`src/rtl/ntt_pkg.sv`:
```
// Shared constants, state type and butterfly schedule for the 8-point NTT sequencer.
// Latency: n/a (types, constants and a pure combinational lookup function).
// Backpressure: n/a.
// Contents: DW/N defaults, state_t, twiddle-select codes, bfly_t entry and bfly_lut(c).
package ntt_pkg;

  localparam int DW    = 8;
  localparam int N     = 8;
  localparam int NBFLY = 12;  // 3 stages x 4 butterflies

  typedef enum logic [1:0] {
    ST_IDLE,
    ST_LOAD,
    ST_COMPUTE,
    ST_DRAIN
  } state_t;

  localparam logic [1:0] TW_SEL_0 = 2'd0;
  localparam logic [1:0] TW_SEL_1 = 2'd1;
  localparam logic [1:0] TW_SEL_2 = 2'd2;
  localparam logic [1:0] TW_SEL_3 = 2'd3;

  // One schedule entry: register-file indices of the pair and which twiddle to use.
  typedef struct packed {
    logic [2:0] lo;
    logic [2:0] hi;
    logic [1:0] tw;
  } bfly_t;

  // Butterfly c -> (lo, hi, twiddle). Stage s = c/4, butterfly j = c%4.
  // Stage 0 pairs neighbours, stage 1 pairs at distance 2, stage 2 at distance 4.
  function automatic bfly_t bfly_lut(input logic [3:0] c);
    bfly_t      e;
    logic [1:0] j;
    j = c[1:0];
    e = '0;
    case (c[3:2])
      2'd0: begin
        e.lo = {j, 1'b0};
        e.hi = {j, 1'b1};
        e.tw = TW_SEL_0;
      end
      2'd1: begin
        e.lo = {j[1], 1'b0, j[0]};
        e.hi = {j[1], 1'b1, j[0]};
        e.tw = j[0] ? TW_SEL_2 : TW_SEL_0;
      end
      2'd2: begin
        e.lo = {1'b0, j};
        e.hi = {1'b1, j};
        case (j)
          2'd0:    e.tw = TW_SEL_0;
          2'd1:    e.tw = TW_SEL_1;
          2'd2:    e.tw = TW_SEL_2;
          default: e.tw = TW_SEL_3;
        endcase
      end
      default: e = '0;
    endcase
    return e;
  endfunction

endpackage

```
`src/rtl/mod_butterfly.sv`:
```
// Combinational modular butterfly: lo = (a + b*w) mod m, hi = (a - b*w) mod m.
// Latency: 0 cycles (pure combinational).
// Backpressure: none; caller registers results.
// Ports: a, b, w, m in (DW each); lo, hi out (DW each).
module mod_butterfly #(
  parameter int DW = 8
) (
  input  logic [DW-1:0] a,
  input  logic [DW-1:0] b,
  input  logic [DW-1:0] w,
  input  logic [DW-1:0] m,
  output logic [DW-1:0] lo,
  output logic [DW-1:0] hi
);

  // Product needs 2*DW bits and the sum one more; reduce only at the very end.
  localparam int PW = 2 * DW + 1;

  logic [DW-1:0] m_safe;
  logic [DW-1:0] w_red;
  logic [DW-1:0] w_neg;
  logic [PW-1:0] m_ext;
  logic [PW-1:0] sum_lo;
  logic [PW-1:0] sum_hi;

  always_comb begin
    // m == 0 would be a divide by zero; the sequencer never uses results when m < 2.
    m_safe = (m == '0) ? DW'(1) : m;
    w_red  = w % m_safe;
    // -w mod m expressed as a non-negative value in 1..m, keeping the math unsigned.
    w_neg  = m_safe - w_red;
    m_ext  = PW'(m_safe);
    sum_lo = PW'(a) + PW'(b) * PW'(w);
    sum_hi = PW'(a) + PW'(b) * PW'(w_neg);
    lo     = DW'(sum_lo % m_ext);
    hi     = DW'(sum_hi % m_ext);
  end

endmodule

```
`src/rtl/ntt8_butterfly_sequencer.sv`:
```
// Iterative 8-point NTT: load 8 coefficients, run 12 in-place butterflies, stream 8 results.
// Latency: beat-7 accept at edge E -> first m_valid at E+13; one butterfly per cycle.
// Backpressure: s_ready low outside IDLE/LOAD; m_data/m_last held while m_valid && !m_ready.
// Ports: clk, rst_n; s_valid/s_ready/s_data, cfg_mod, cfg_omegas in; m_valid/m_ready/m_data/m_last, busy, err.
module ntt8_butterfly_sequencer #(
  parameter int DW = ntt_pkg::DW,
  parameter int N  = ntt_pkg::N
) (
  input  logic            clk,
  input  logic            rst_n,
  input  logic            s_valid,
  output logic            s_ready,
  input  logic [DW-1:0]   s_data,
  input  logic [DW-1:0]   cfg_mod,
  input  logic [4*DW-1:0] cfg_omegas,
  output logic            m_valid,
  input  logic            m_ready,
  output logic [DW-1:0]   m_data,
  output logic            m_last,
  output logic            busy,
  output logic            err
);

  import ntt_pkg::state_t, ntt_pkg::bfly_t, ntt_pkg::bfly_lut, ntt_pkg::NBFLY;
  import ntt_pkg::ST_IDLE, ntt_pkg::ST_LOAD, ntt_pkg::ST_COMPUTE, ntt_pkg::ST_DRAIN;

  localparam int         AW        = $clog2(N);
  localparam logic [3:0] LAST_BEAT = 4'(N - 1);
  localparam logic [3:0] LAST_BFLY = 4'(NBFLY - 1);

  state_t          state_q, state_d;
  logic [3:0]      cnt_q, cnt_d;       // beat index in LOAD/DRAIN, butterfly index in COMPUTE
  logic [DW-1:0]   mod_q, mod_d;
  logic [4*DW-1:0] omg_q, omg_d;
  logic            err_q, err_d;
  logic            s_ready_q, s_ready_d;
  logic            busy_q, busy_d;
  logic            m_valid_q, m_valid_d;
  logic            m_last_q, m_last_d;
  logic [DW-1:0]   m_data_q, m_data_d;
  logic [DW-1:0]   rf_q [N];
  logic [DW-1:0]   rf_d [N];

  bfly_t           bf;
  logic [DW-1:0]   bf_a, bf_b, bf_w, bf_lo, bf_hi;
  logic [3:0]      cnt_inc;
  logic            s_fire;

  assign s_fire  = s_valid && s_ready_q;
  assign cnt_inc = cnt_q + 4'd1;

  always_comb begin
    bf   = bfly_lut(cnt_q);
    bf_a = rf_q[bf.lo];
    bf_b = rf_q[bf.hi];
    bf_w = omg_q[32'(bf.tw) * DW +: DW];
  end

  mod_butterfly #(.DW(DW)) u_bfly (
    .a  (bf_a),
    .b  (bf_b),
    .w  (bf_w),
    .m  (mod_q),
    .lo (bf_lo),
    .hi (bf_hi)
  );

  always_comb begin
    state_d   = state_q;
    cnt_d     = cnt_q;
    mod_d     = mod_q;
    omg_d     = omg_q;
    err_d     = err_q;
    m_valid_d = m_valid_q;
    m_last_d  = m_last_q;
    m_data_d  = m_data_q;
    rf_d      = rf_q;

    case (state_q)
      ST_IDLE, ST_LOAD: begin
        if (s_fire) begin
          rf_d[cnt_q[AW-1:0]] = s_data;
          if (state_q == ST_IDLE) begin
            mod_d = cfg_mod;
            omg_d = cfg_omegas;
            err_d = (cfg_mod < DW'(2));
          end
          if (cnt_q == LAST_BEAT) begin
            cnt_d   = '0;
            // A degenerate modulus has no meaningful transform: drain zeros instead.
            state_d = err_q ? ST_DRAIN : ST_COMPUTE;
          end else begin
            cnt_d   = cnt_inc;
            state_d = ST_LOAD;
          end
        end
      end
      ST_COMPUTE: begin
        rf_d[bf.lo] = bf_lo;
        rf_d[bf.hi] = bf_hi;
        if (cnt_q == LAST_BFLY) begin
          cnt_d   = '0;
          state_d = ST_DRAIN;
        end else begin
          cnt_d = cnt_inc;
        end
      end
      ST_DRAIN: begin
        // First DRAIN cycle only primes the output register from the register file.
        if (!m_valid_q) begin
          m_valid_d = 1'b1;
          m_data_d  = err_q ? '0 : rf_q[cnt_q[AW-1:0]];
          m_last_d  = (cnt_q == LAST_BEAT);
        end else if (m_ready) begin
          if (m_last_q) begin
            state_d   = ST_IDLE;
            cnt_d     = '0;
            m_valid_d = 1'b0;
            m_last_d  = 1'b0;
          end else begin
            cnt_d    = cnt_inc;
            m_data_d = err_q ? '0 : rf_q[cnt_inc[AW-1:0]];
            m_last_d = (cnt_inc == LAST_BEAT);
          end
        end
      end
      default: state_d = ST_IDLE;
    endcase

    s_ready_d = (state_d == ST_IDLE) || (state_d == ST_LOAD);
    busy_d    = (state_d != ST_IDLE);
  end

  always_ff @(posedge clk or negedge rst_n) begin
    if (!rst_n) begin
      state_q   <= ST_IDLE;
      cnt_q     <= '0;
      mod_q     <= '0;
      omg_q     <= '0;
      err_q     <= 1'b0;
      s_ready_q <= 1'b1;
      busy_q    <= 1'b0;
      m_valid_q <= 1'b0;
      m_last_q  <= 1'b0;
      m_data_q  <= '0;
    end else begin
      state_q   <= state_d;
      cnt_q     <= cnt_d;
      mod_q     <= mod_d;
      omg_q     <= omg_d;
      err_q     <= err_d;
      s_ready_q <= s_ready_d;
      busy_q    <= busy_d;
      m_valid_q <= m_valid_d;
      m_last_q  <= m_last_d;
      m_data_q  <= m_data_d;
    end
  end

  // Register file is deliberately not reset; every transform overwrites all entries.
  always_ff @(posedge clk) begin
    rf_q <= rf_d;
  end

  assign s_ready = s_ready_q;
  assign busy    = busy_q;
  assign err     = err_q;
  assign m_valid = m_valid_q;
  assign m_last  = m_last_q;
  assign m_data  = m_data_q;

endmodule

```
`config.mk`:
```
export PLATFORM = sky130hd
export DESIGN_NAME = ntt8_butterfly_sequencer
export DESIGN_NICKNAME = d
export VERILOG_FILES = /design/src/rtl/ntt_pkg.sv /design/src/rtl/mod_butterfly.sv /design/src/rtl/ntt8_butterfly_sequencer.sv
export SDC_FILE = /design/constraint.sdc
export NUM_CORES = 1
export LEC_CHECK = 0
export CAP_MARGIN = 15
export CORE_MARGIN = 10
export CORE_UTILIZATION = 35
export DETAILED_ROUTE_END_ITERATION = 10
export PLACE_DENSITY = 0.55
export SLEW_MARGIN = 20
export SYNTH_ARGS = -nofsm -noshare
export SYNTH_HDL_FRONTEND = slang
export SYNTH_SLANG_ARGS = --single-unit
```
`constraint.sdc`:
```
create_clock -name clk -period 113.7 [get_ports clk]
set_input_delay 34.11 -clock clk [delete_from_list [all_inputs] [get_ports clk]]
set_output_delay 34.11 -clock clk [all_outputs]
set_load 0.05 [all_outputs]
```
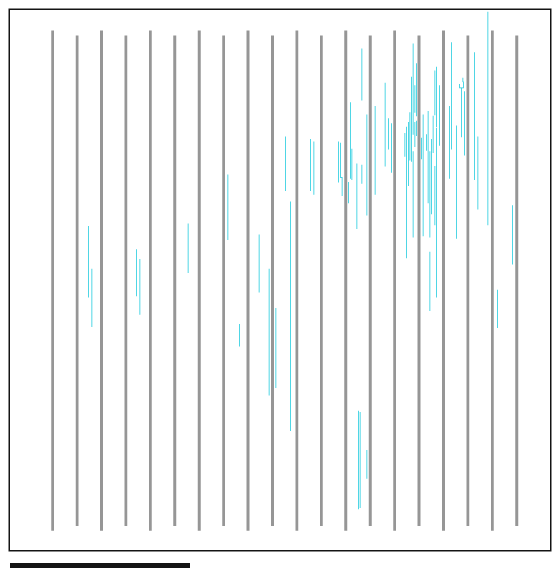
Fig. 1. The metal 4 layer (run 1).
The bar under the picture is 100 um long. Supply wires on this layer in gray.
nets with wire on the layer = 56
wire length on this layer = 2450 um
share of all routed wire = 2.6%
main direction = vertical

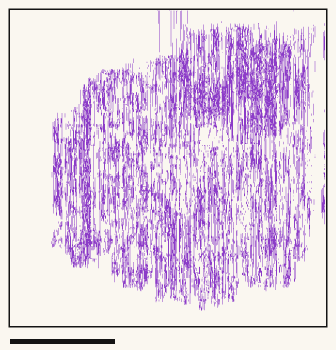
Fig. 2. Met2 routing (run 1).
The bar under the picture is 100 um long.
main direction = vertical
wire length on this layer = 42.1 mm

==> COMMIT_EDITMSG, run 1 <==
Log flow metrics for this revision

- After synthesis, the mean cell area works out to 7.93 um2.
- Slowest cell on crit path: mux2i_1
* Flops out of synthesis: 123
- After synthesis the cells add up to 27400 um2.
- Counting flops with a built-in enable in the synthesized netlist gives between 60 and 70.
- Counting I/O delays and the setup requirement, the final critical path takes about 59 ns.
* Setup Crit Path Kind: flip-flop to flip-flop
- Cells with a size suffix above 1 make up 8.56% of the layout.
* Total routing usage reported by global routing: 20.2%
- The pre-antenna-repair detailed-routing pass consisted of 6 iterations.
* Normalized max-slew margin: 17.4%
- The total overflow left after global routing is 0.
- Worst clock skew on the final layout: 0.0166 ns
- Bufs on Longest Clock Path: 2
* Flop2flop setup slack: 54.50 ns
- Most numerous cell types in the synthesized netlist: ha_1 (346), nand2_1 (345), nor2_1 (310), inv_1 (199), a21oi_1 (191)
* Post-CTS setup buffer count: 0
- Summed negative setup slack over all endpoints: 0 ns
- The flow ran to the end, and the final reports show no timing, DRC or antenna violations.
- The endpoint identified for the worst register-to-register timing path is rf_q[49].
- The synthesis report gives the async set-or-reset register share as a little under half.
* Most used cell, CP: o21a_1
- According to the Yosys statistics, the synthesized design has a chip area of roughly 27000 um2.
* Critical Path Start: cnt_q[1]
- Horizontal extent of the die: roughly 300 um
- Number of hold-repair buffers added at the cts stage: 0
* Count of port buffers added during placement: 64
- Detailed-route iteration 0 reported a violation count of 2329.
* Number of vias per cell after detailed routing: 6.01
- The clock tree synthesis step divided the H-tree into 4 levels.
- Sorting the Yosys area breakdown by cell type puts at the top ha_1.
- Fin crit share: 52.1%
- Inserted Clock Buffers: 17
- Cts repair resizes: 0
- The final route contains 27100 vias.
- On met3, the global router reports a usage of 2.37%.
* Final weighted congestion in routability-driven placement: about 0.96
- Design Area, Final: 29800 um2
- In the final report, the number of endpoints failing setup comes to 0.
- Worst-Margin Slew: ~1.2 ns
* Max-Cap Viols: 0
- Total Die Area: between 80000 and 90000 um2
- For this run, the slowest stage of the critical path takes 0.84 ns.
* Fraction of post-synthesis cell area in the top cell type by area: 15.8%
* Met1 GRT Util: 27.9%
* Count of pins over their slew limit: 0
- Per the CTS log, the root buffer master is clkbuf_16.
- # Cells Yosys: 3458
- Once detailed placement completed, the half-perimeter wirelength came to ~74000 um.
* Syn Inst Count: around 3500
- After detailed routing, the total wire length is 94200 um.
* Std cell rows: 102
- Per the post-synthesis report, the nets total 3948.
* Fill cell count: roughly 8200
* Met3 routed WL: 6240 um
- Post-detailed-route DRC marker count: 0
- Cell count along the critical path: between 200 and 250
- Per the detailed placement report, the placed cell area equals 29200 um2.
- Per the detail_route log, met2 wirelength is 42100 um.
* CTS tree: built
- Combinational Area: around 23000 um2
* I/O pin total: between 60 and 70
- Top cells by area in the synthesized netlist: ha_1 (16%), edfxtp_1 (7.0%), fa_1 (6.7%), dfrtp_1 (5.3%), nand2_1 (4.7%)
- Counting both buffers and inverters, the worst setup path holds a total of 15.
- In this run the most critical hold path is launched from m_data[7].
- Family with the most delay on the worst path: AND-OR/OR-AND gates
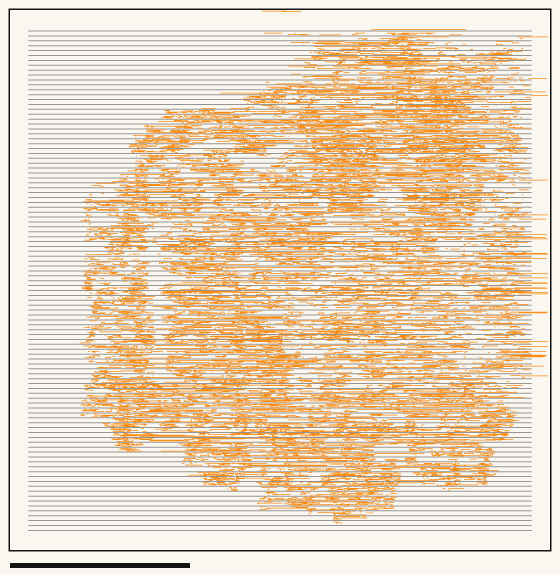
Fig. 3. Metal 1 (run 1).
The bar under the picture is 100 um long. Supply wires on this layer in gray.
nets with wire on the layer = 3778
share of all routed wire = 46%
wire length on this layer = 43.4 mm
longest straight run = 65.8 um
main direction = horizontal

run 1: flip-flops by register name (all words and copies together) (netlist names):
signal / flops
cnt_q: 4
err: 1
busy: 1
m_data: 8
rf_q: 64
m_last: 1
omg_q: 32
state_q: 2
s_ready: 1
m_valid: 1
mod_q: 8
run 1: layout make-up:
| class | count | share of cell area (%) |
|---|---|---|
| Multi-Input combinational cell | 3011 | 76.5 |
| Tap cell | 1040 | 4.36 |
| Inverter | 200 | 2.52 |
| Clock inverter | 15 | 0.575 |
| Sequential cell | 123 | 11.4 |
| Clock buffer | 17 | 1.43 |
| Timing Repair Buffer | 105 | 3.16 |
run 1: stage by stage:
| stage | std cells | worst slack [ns] |
|---|---|---|
| after floorplan | 3458 | 61.50 |
| after global placement | 4479 | 56.73 |
| after detailed placement | 4479 | 55.26 |
| after CTS | 4511 | 55.08 |
| after global routing | 4511 | 49.18 |
| final | 4511 | 54.50 |
run 1: cells by family after synthesis:
group                    synth area share, %
buffers and inverters                   4.58
AND/OR/NAND/NOR                         20.3
flip-flops                              12.4
multiplexers                            9.09
XOR/XNOR                                4.31
AND-OR/OR-AND                           26.9
adder cells (fa/ha/maj)                 22.5
run 1: cell usage in the layout (no fill, tap or decap), types with 92 or more instances in the layout:
cell / n
ha_1: 346
a21oi_1: 191
inv_1: 195
nand2_1: 345
nor3_1: 142
fa_1: 92
nor2_1: 308
mux2_2: 112
o21ai_0: 164
o21a_1: 126
Fig. 4: run 1, met3 routing
Cells faint in the background.
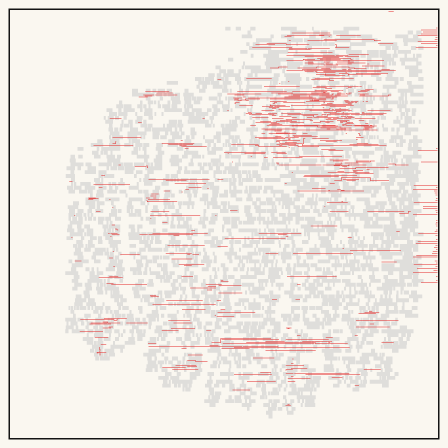

--- run 2 (diff from run 1) ---
==> constraint.sdc (replaced) <==
create_clock -name clk -period 58.7 [get_ports clk]
set_input_delay 17.61 -clock clk [delete_from_list [all_inputs] [get_ports clk]]
set_output_delay 17.61 -clock clk [all_outputs]
set_load 0.05 [all_outputs]
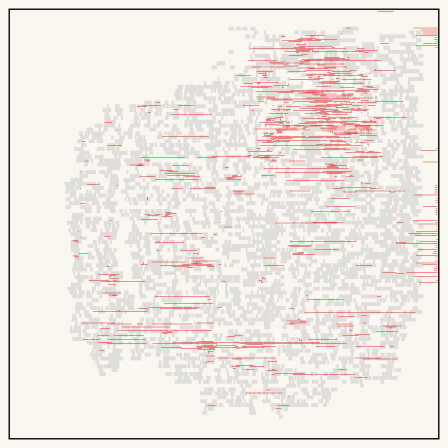
Fig. 5. Met3 routing (run 2).
Cells faint in the background.
share of all routed wire = 6.8%
wire length on this layer = 6400 um
longest straight run = 103 um
nets with wire on the layer = 390
main direction = horizontal

==> COMMIT_EDITMSG, run 2 <==
Log flow metrics for this revision

- Status: complete, no violations
- Clock latency of the later-clocked register in the worst-skew pair: ~0.45 ns
- The number of I/O port buffers was 64 (unchanged).
- At the end of the flow, the number of nets in the layout was between 3000 and 4000.
- The first-pass iteration count of the detailed router is 6 (unchanged).
- Family with the most delay on the worst path: AND-OR/OR-AND gates
- Util after Layout: between 30% and 40%
* Syn Inst Count: 3458 (unchanged)
* Register with the highest flop count: rf_q
- The maximum cell stage delay along the critical path is 0.68 ns (-0.16 ns).
* Count of buffer and inverter cells on the critical path: 13 (-2)
- By instance count after routing, the leading logic cell types are ha_1 (345), nand2_1 (344), nor2_1 (302).
- The ratio of cells with drive above 1 in the final layout came to 10.1% (+1.5 points).
- Final weighted congestion in routability-driven placement: 0.943 (-2.1%)
- The library cell used most frequently in the layout, excluding fill and tap cells, is ha_1.
- Post-route minimum period: 54.60 ns (-4.61 ns)
* Average wire per standard cell: approximately 21 um
- Synthesized area per cell: 7.93 um2 (unchanged)
- The number of design rule violations left after detail routing is 0 (unchanged).
* Iteration-0 DRC count of the detailed router: 2399 (+3.0%)
* Net Count, Synth: 3948 (unchanged)
- Top cells by area in the synthesized netlist: ha_1 (16%), edfxtp_1 (7.0%), fa_1 (6.7%), dfrtp_1 (5.3%), nand2_1 (4.7%)
- The area of the mapped netlist came to 27400 um2 (unchanged).
* GR met2 Demand/Resource: 32.4%
- Entering global routing, the biggest net connects 60 pins.
- The area growth from synthesis to layout is 9.93%.
- Overflow left after global routing: 0 (unchanged)
* Cts repair resizes: 0 (unchanged)
- The worst-case headroom to the max-slew limit came to 22.3% (+4.8 points).
* Setup Crit Path Kind: flip-flop to flip-flop
* Post-CTS setup buffer count: 0 (unchanged)
* Worst slack after detailed placement: 0.511 ns (-54.75 ns)
* Fin crit share: 93.0% (+41 points)
* Bufs on Longest Clock Path: 2 (unchanged)
- The number of enable flip-flop cells was 64 (unchanged).
- Slowest cell on crit path: or4b_4
- The floorplan step records an initial core utilization of 35.4%.
* Flops out of synthesis: 123 (unchanged)
* Cell type with the largest total area: ha_1
- The share of the synthesized area in the top cell type came to 15.8% (unchanged).
- Count of pins over their slew limit: 0 (unchanged)
* Sort of element at the start of the critical path: flip-flop
- The yosys cell count came to 3458 (unchanged).
- The overall fraction of global-route tracks in use was 20.2% (+0.043 points).
- Most used cell, CP: o21a_1
* Horizontal extent of the die: 300 um (unchanged)
- Met1 GRT Util: 28.0% (+0.10 points)
* Critical Path End Type: flip-flop
- Max-Cap Viols: 0 (unchanged)
- Std cell rows: 102 (unchanged)
- I/O pin total: 65 (unchanged)
- The met3 usage in global routing was 2.55% (+0.18 points).
- CP required: 58.83 ns
- Yosys chip area: 27400 um2 (unchanged)
- Number of antenna violations at the first check in global routing: 0
* Design Area, Final: 30200 um2 (+1.2%)
- The total length of routed wires is 94700 um (+0.57%).
- Fmax: 18.3 MHz
- Inserted Clock Buffers: 17 (unchanged)
* Clock tree root driver cell: clkbuf_16
- In this run the remaining antenna-violating nets after routing total 0.
* Worst clock skew on the final layout: 0.0145 ns (-0.00212 ns)
- The HPWL reported at the end of detailed placement was 73500 um (about the same).
* Fin. Hold Viols: 0
* ANT cells: 0
- The proportion of register bits with asynchronous set or reset after synthesis is 48.0% (unchanged).
* Dominant Register Cell: edfxtp_1
- The via count is 27100 (+0.17%).
- Die extent in y: between 200 and 300 um
* Worst-Margin Slew: 1.17 ns (-0.0378 ns)
* Number of failing setup endpoints in the final timing report: 0 (unchanged)
* Most numerous cell types in the synthesized netlist: ha_1 (346), nand2_1 (345), nor2_1 (310), inv_1 (199), a21oi_1 (191)
- Most used standard cell by instance count after synthesis: ha_1
- Placed standard-cell area: 29300 um2 (+0.12%)
- The post-route worst setup slack came to 4.10 ns (-50.39 ns).
* Post-synth cell types: 106
- The number of hold buffers added after cts is 0 (unchanged).
- Warning total across the stage logs: 37
- The accumulated negative setup slack is 0 ns (unchanged).
- Number of flip-flops under the largest register name: 64 (unchanged)
* Total Die Area: 90000 um2 (unchanged)
* Maximum level of the CTS H-tree: 4 (unchanged)
- Number of vias per cell after detailed routing: 5.99 (-0.23%)
* CTS tree: built
- The largest registers in the layout are rf_q (64), omg_q (32).
[run 2: cell counts after synthesis]
No cell type changed its count.
[run 2: metal layers]
layer  share of wire, %  vias up
li1                   -    13000
met1                 46    12900
met2                 44     1048
met3                6.8      166
met4                2.8        0
met5                  0        -
[run 2: area by class of cell]
type                    count  area (um2)
repair buffers            123        1100
well taps                1040        1300
flip-flops and latches    123        3400
fillers                  8101       47400
clock buffers              18         429
inverters                 200         754
multi-input cells        3011       23100
clock inverters            14         110
[run 2: cells by family after synthesis]
kind of cell	after synthesis	synth area share (%)
DFF	123	12.4
xor gates and xnor gates	135	4.31
adders and majority gates	438	22.5
muxes	208	9.09
and+or+nand+nor	1167	20.3
AOI/OAI and AO/OA	1063	26.9
buffers and inverters	324	4.58
[run 2: through the flow]
stage / instances / hold WS (ns)
2_1_floorplan: 3458 / 0.473
3_3_place_gp: 4484 / 0.465
3_5_place_dp: 4484 / 0.472
4_1_cts: 4516 / 0.487
5_1_grt: 4529 / 0.516
6_report: 4529 / 0.483
[run 2: final timing paths]
kind / start / end / slack, ns / depth (start not counted)
min in group asynchronous: rst_n / omg_q[30] / 17.32 / 2
min: m_data[5] / m_data[5] / 0.48 / 1
max in group asynchronous: rst_n / cnt_q[2] / 40.75 / 2
max: cnt_q[0] / rf_q[6] / 4.10 / 248
max reg2reg: cnt_q[0] / rf_q[6] / 4.10 / 248
min reg2reg: m_data[5] / m_data[5] / 0.48 / 1
